[src/rtl/four_input_gate_exerciser.sv]
// Sweeps all 16 input vectors through an external 4-input gate and checks
// each response against the selected NAND/NOR/XOR/XNOR reference.
module four_input_gate_exerciser #(
    parameter int SETTLE_CYCLES = 2
) (
    input  logic       clk,
    input  logic       rst_n,
    input  logic       start,
    input  logic [1:0] func_sel,
    input  logic       gate_out,
    output logic       a,
    output logic       b,
    output logic       c,
    output logic       d,
    output logic       busy,
    output logic       done,
    output logic       pass,
    output logic [4:0] err_count,
    output logic [3:0] first_fail_vec,
    output logic       first_fail_valid
);

    localparam int CNT_W = (SETTLE_CYCLES > 1) ? $clog2(SETTLE_CYCLES) : 1;
    localparam logic [CNT_W-1:0] CNT_LAST = CNT_W'(SETTLE_CYCLES - 1);

    typedef enum logic [1:0] {
        S_IDLE   = 2'd0,
        S_SETTLE = 2'd1,
        S_SAMPLE = 2'd2,
        S_DONE   = 2'd3
    } state_t;

    function automatic logic ref_gate(input logic [1:0] f, input logic [3:0] v);
        logic r;
        case (f)
            2'b00:   r = ~&v;
            2'b01:   r = ~|v;
            2'b10:   r = ^v;
            2'b11:   r = ~^v;
            default: r = ~&v;
        endcase
        return r;
    endfunction

    state_t           state_q, state_d;
    logic [3:0]       vec_q, vec_d;
    logic [1:0]       func_q, func_d;
    logic [CNT_W-1:0] cnt_q, cnt_d;
    logic [4:0]       err_q, err_d;
    logic [3:0]       ffv_q, ffv_d;
    logic             ffvalid_q, ffvalid_d;
    logic             busy_q, busy_d;
    logic             done_q, done_d;
    logic             pass_q, pass_d;

    // Next-state and next-result computation for the sweep FSM.
    always_comb begin
        state_d   = state_q;
        vec_d     = vec_q;
        func_d    = func_q;
        cnt_d     = cnt_q;
        err_d     = err_q;
        ffv_d     = ffv_q;
        ffvalid_d = ffvalid_q;
        busy_d    = busy_q;
        done_d    = done_q;
        pass_d    = pass_q;
        case (state_q)
            S_IDLE, S_DONE: begin
                if (start) begin
                    state_d   = S_SETTLE;
                    vec_d     = 4'd0;
                    func_d    = func_sel;
                    cnt_d     = '0;
                    err_d     = 5'd0;
                    ffv_d     = 4'd0;
                    ffvalid_d = 1'b0;
                    busy_d    = 1'b1;
                    done_d    = 1'b0;
                    pass_d    = 1'b0;
                end else begin
                    state_d = state_q;
                end
            end
            S_SETTLE: begin
                cnt_d = cnt_q + 1'b1;
                if (cnt_q == CNT_LAST) begin
                    state_d = S_SAMPLE;
                end else begin
                    state_d = S_SETTLE;
                end
            end
            S_SAMPLE: begin
                if (gate_out != ref_gate(func_q, vec_q)) begin
                    err_d = err_q + 5'd1;
                    if (!ffvalid_q) begin
                        ffv_d     = vec_q;
                        ffvalid_d = 1'b1;
                    end else begin
                        ffv_d     = ffv_q;
                    end
                end else begin
                    err_d = err_q;
                end
                // The final sample's mismatch is folded into pass here.
                if (vec_q == 4'hF) begin
                    state_d = S_DONE;
                    busy_d  = 1'b0;
                    done_d  = 1'b1;
                    pass_d  = (err_d == 5'd0);
                end else begin
                    state_d = S_SETTLE;
                    vec_d   = vec_q + 4'd1;
                    cnt_d   = '0;
                end
            end
            default: begin
                state_d = S_IDLE;
                busy_d  = 1'b0;
                done_d  = 1'b0;
                pass_d  = 1'b0;
            end
        endcase
    end

    // State and result registers.
    always_ff @(posedge clk or negedge rst_n) begin
        if (!rst_n) begin
            state_q   <= S_IDLE;
            vec_q     <= 4'd0;
            func_q    <= 2'd0;
            cnt_q     <= '0;
            err_q     <= 5'd0;
            ffv_q     <= 4'd0;
            ffvalid_q <= 1'b0;
            busy_q    <= 1'b0;
            done_q    <= 1'b0;
            pass_q    <= 1'b0;
        end else begin
            state_q   <= state_d;
            vec_q     <= vec_d;
            func_q    <= func_d;
            cnt_q     <= cnt_d;
            err_q     <= err_d;
            ffv_q     <= ffv_d;
            ffvalid_q <= ffvalid_d;
            busy_q    <= busy_d;
            done_q    <= done_d;
            pass_q    <= pass_d;
        end
    end

    assign {a, b, c, d}     = vec_q;
    assign busy             = busy_q;
    assign done             = done_q;
    assign pass             = pass_q;
    assign err_count        = err_q;
    assign first_fail_vec   = ffv_q;
    assign first_fail_valid = ffvalid_q;

endmodule
[config.mk]
export PLATFORM = sky130hd
export DESIGN_NAME = four_input_gate_exerciser
export DESIGN_NICKNAME = d
export VERILOG_FILES = /design/src/rtl/four_input_gate_exerciser.sv
export SDC_FILE = /design/constraint.sdc
export NUM_CORES = 1
export LEC_CHECK = 0
export CORE_UTILIZATION = 41
export DETAILED_ROUTE_END_ITERATION = 8
export GPL_ROUTABILITY_DRIVEN = 1
export PLACE_DENSITY = 0.66
export SYNTH_ARGS = -nofsm -noshare
export SYNTH_HDL_FRONTEND = slang
export SYNTH_SLANG_ARGS = --single-unit
[constraint.sdc]
create_clock -name clk -period 2.87 [get_ports clk]
set_input_delay 0.574 -clock clk [delete_from_list [all_inputs] [get_ports clk]]
set_output_delay 0.574 -clock clk [all_outputs]
set_load 0.03 [all_outputs]
run_1/class_map.png
Drawn at 4 px/um.
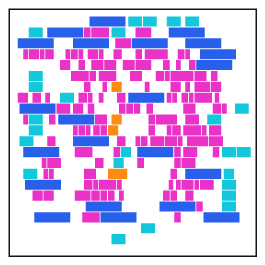
Key: blue = sequential cells [cells 22, share of their area 33%]; magenta = remaining logic cells [cells 129, share of their area 51%]; orange = clock drivers and dummy loads [cells 4, share of their area 2.2%]; cyan = remaining buffers and delay cells [cells 25, share of their area 14%]

run_1/clock_wires.png
Drawn at 4 px/um.
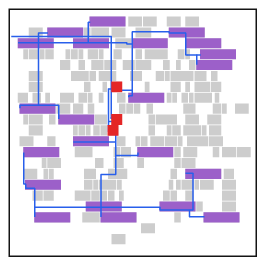
Key: purple = flip-flops [count 22]; red = clock-net drivers [count 3]; blue = clock wires [length 292 um]
There are 4 routed clock nets.

run_1/ff_map.png
Drawn at 4 px/um. Other sequential cells in the stronger gray, the rest of the logic in the fainter gray.
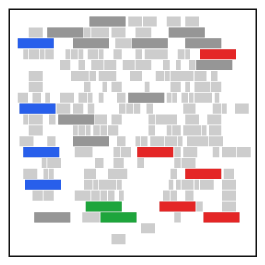
Key: blue = first_fail_vec [flops 4]; green = state_q [flops 2]; red = err_count [flops 5]
Another 11 sequential cells are not colored.

==> results.yml, run 1 <==
# implementation run metrics
final_timing:
  setup_viol_count_final: 0
  fin_skew_ns: 0.002060
  finalCritPeriodShare_pct: 79.34
  drv_slew: 0
  worst_slew_pin_slew_ns: 0.6463
  min_period_ns: 2.277
  setup_tns_ns: 0
power_and_ir_drop:
  power_w: 0.001252
  ir_drop_mv: 0.2556
  p_clk_w: 0.000172
final_layout:
  antennaDiodeCount: 0
  inverters_excl_clock: 9
  clock_area_share_pct: 2.080
  drive_gt1_share_pct: 10.56
  logic_area_um2: 823.3
  flop-count: 22
  nClkBuffers: 4
  design_area_um2: 1744
  largest_reg_flops: 5
  seq_area_um2: 550.5
  syn2layout_area_growth_pct: 20.69
  final_cells: 226
die:
  nWellTaps: 46
  core-area_um2: 3363
  die_w_um: 61.37
setup_path:
  endpoint: "pass"
  cp.depth: 7
  worstSetupPathType: "register to register"
  worstPathMaxFanout: 8
synth:
  area_leaders: "dfrtp_1 38%, ha_1 6.1%, mux2i_1 5.5%"
  ff_type: "dfrtp_1"
  synthCells: 159
  top_cells_by_count: "22 x dfrtp_1, 14 x nand2_1, 12 x nor2_1"
  synth-edff-count: 0
  netlist-cell-type-count: 41
  syn_nets: 172
global_routing:
  grt_use_met3_pct: 2.941
  antenna_found_initial: 0
  grt_pass1_vias: 1141
  busiest_layer: "met2"
  grt_start_max_net_pins: 23
  grt.total_usage_pct: 19.65
detailed_routing:
  met3_length_um: 128
  drc: 0
  dr.max_layer_used: "met4"
  first_iter_violations: 47
  routed_wl_mm: 3.301
  dr.pass1.iters: 4
  vias: 1244
clock_tree:
  numCtsBuffers: 3
  cts_tree: "done"
  ctsResizeCount: 0
  cts_buffer_depth: 2
min_path:
  hold_start: "first_fail_vec[3]"
placed_design:
  dp_slack_ns: 0.4005
run_status:
  status: "finished, final reports clean"
run_1/placed.png
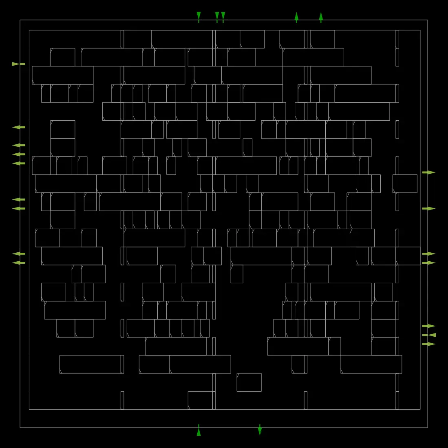

==> run 1 -> run 2 <==
Clock period 2.87 ns to 2.2 ns, I/O delays scaled along.
run_2/placed.png
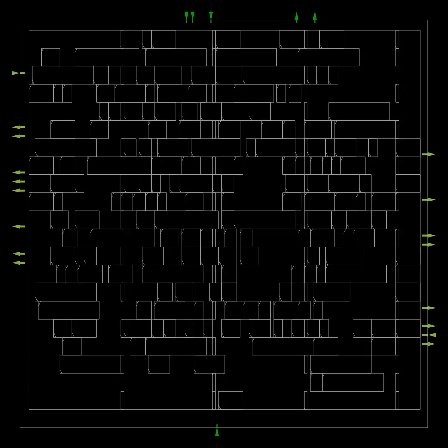
Final Util: 55.25%
well tap count: 46
flop share of the area: 29.90%
post-route insts no fill: 238

run_2/ff_map.png
Drawn at 4 px/um. Other sequential cells in the stronger gray, the rest of the logic in the fainter gray.
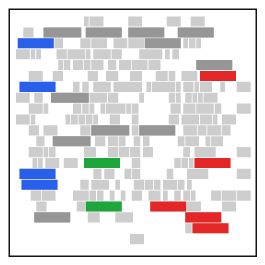
Key: green = state_q [flops 2]; red = err_count [flops 5]; blue = first_fail_vec [flops 4]
Another 11 sequential cells are not colored.

run_2/port_trees.png
Drawn at 8 px/um.
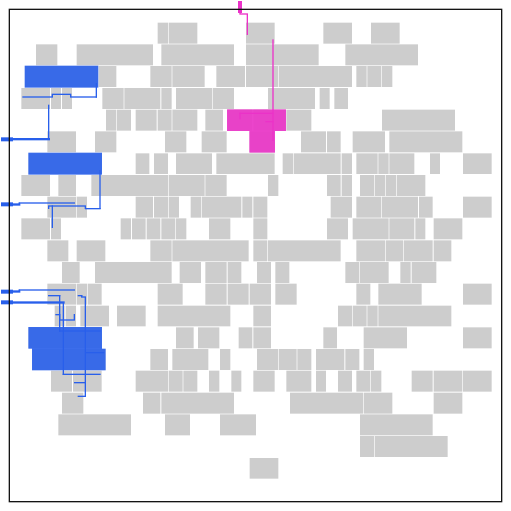
Key: magenta = gate_out [direction input, edge top, end cells 3, buffers 1, wire 22.1 um]; blue = first_fail_vec [direction output, edge left, end cells 4, buffers 4, wire 103 um]

==> run 2 against run 1 <==
Effect of this change: utilization up 3.4 points; die area stayed put; fmax grew 12%; cell count grew 5.3%; global-route usage rose by 1.6 points; wire length rose by 5.6%; clock skew up 0.0076 ns; register-to-register slack lost 0.43 ns; setup slack worse by 0.43 ns; final area grew 6.5%; hold slack lost 0.074 ns; critical endpoint is now err_count[3]; critical path depth increased by 2.
==> results.yml, run 2 <==
# implementation run metrics
synth:
  synthCells: 159
  ff_type: "dfrtp_1"
  synth-edff-count: 0
  syn_nets: 172
  area_leaders: "dfrtp_1 38%, ha_1 6.1%, mux2i_1 5.5%"
power_and_ir_drop:
  p_clk_w: 0.000235
  power_w: 0.001807
detailed_routing:
  met3_length_um: 85
  dr.pass1.iters: 4
  drc: 0
  dr.max_layer_used: "met4"
  first_iter_violations: 66
  vias: 1304
final_layout:
  antennaDiodeCount: 0
  nClkBuffers: 4
  design_area_um2: 1858
  logic_area_um2: 829.5
  drive_gt1_share_pct: 19.27
  seq_area_um2: 555.5
  largest_reg_flops: 5
  inverters_excl_clock: 9
final_timing:
  setup_viol_count_final: 0
  drv_slew: 0
  setup_tns_ns: 0
  worst_slew_pin_slew_ns: 0.6983
  finalCritPeriodShare_pct: 92.81
die:
  die_w_um: 61.37
  core-area_um2: 3363
clock_tree:
  numCtsBuffers: 3
  cts_tree: "done"
setup_path:
  worstSetupPathType: "register to register"
  crit_buf_inv: 2
  endpoint: "err_count[3]"
  cp_slowest_stage_delay_ns: 0.45
  worstPathMaxFanout: 5
global_routing:
  busiest_layer: "met2"
  grt_pass1_vias: 1225
  antenna_found_initial: 0
  grt_start_max_net_pins: 25
  grt_use_met3_pct: 2.101
run_status:
  status: "finished, final reports clean"
placed_design:
  dp_slack_ns: -0.07409
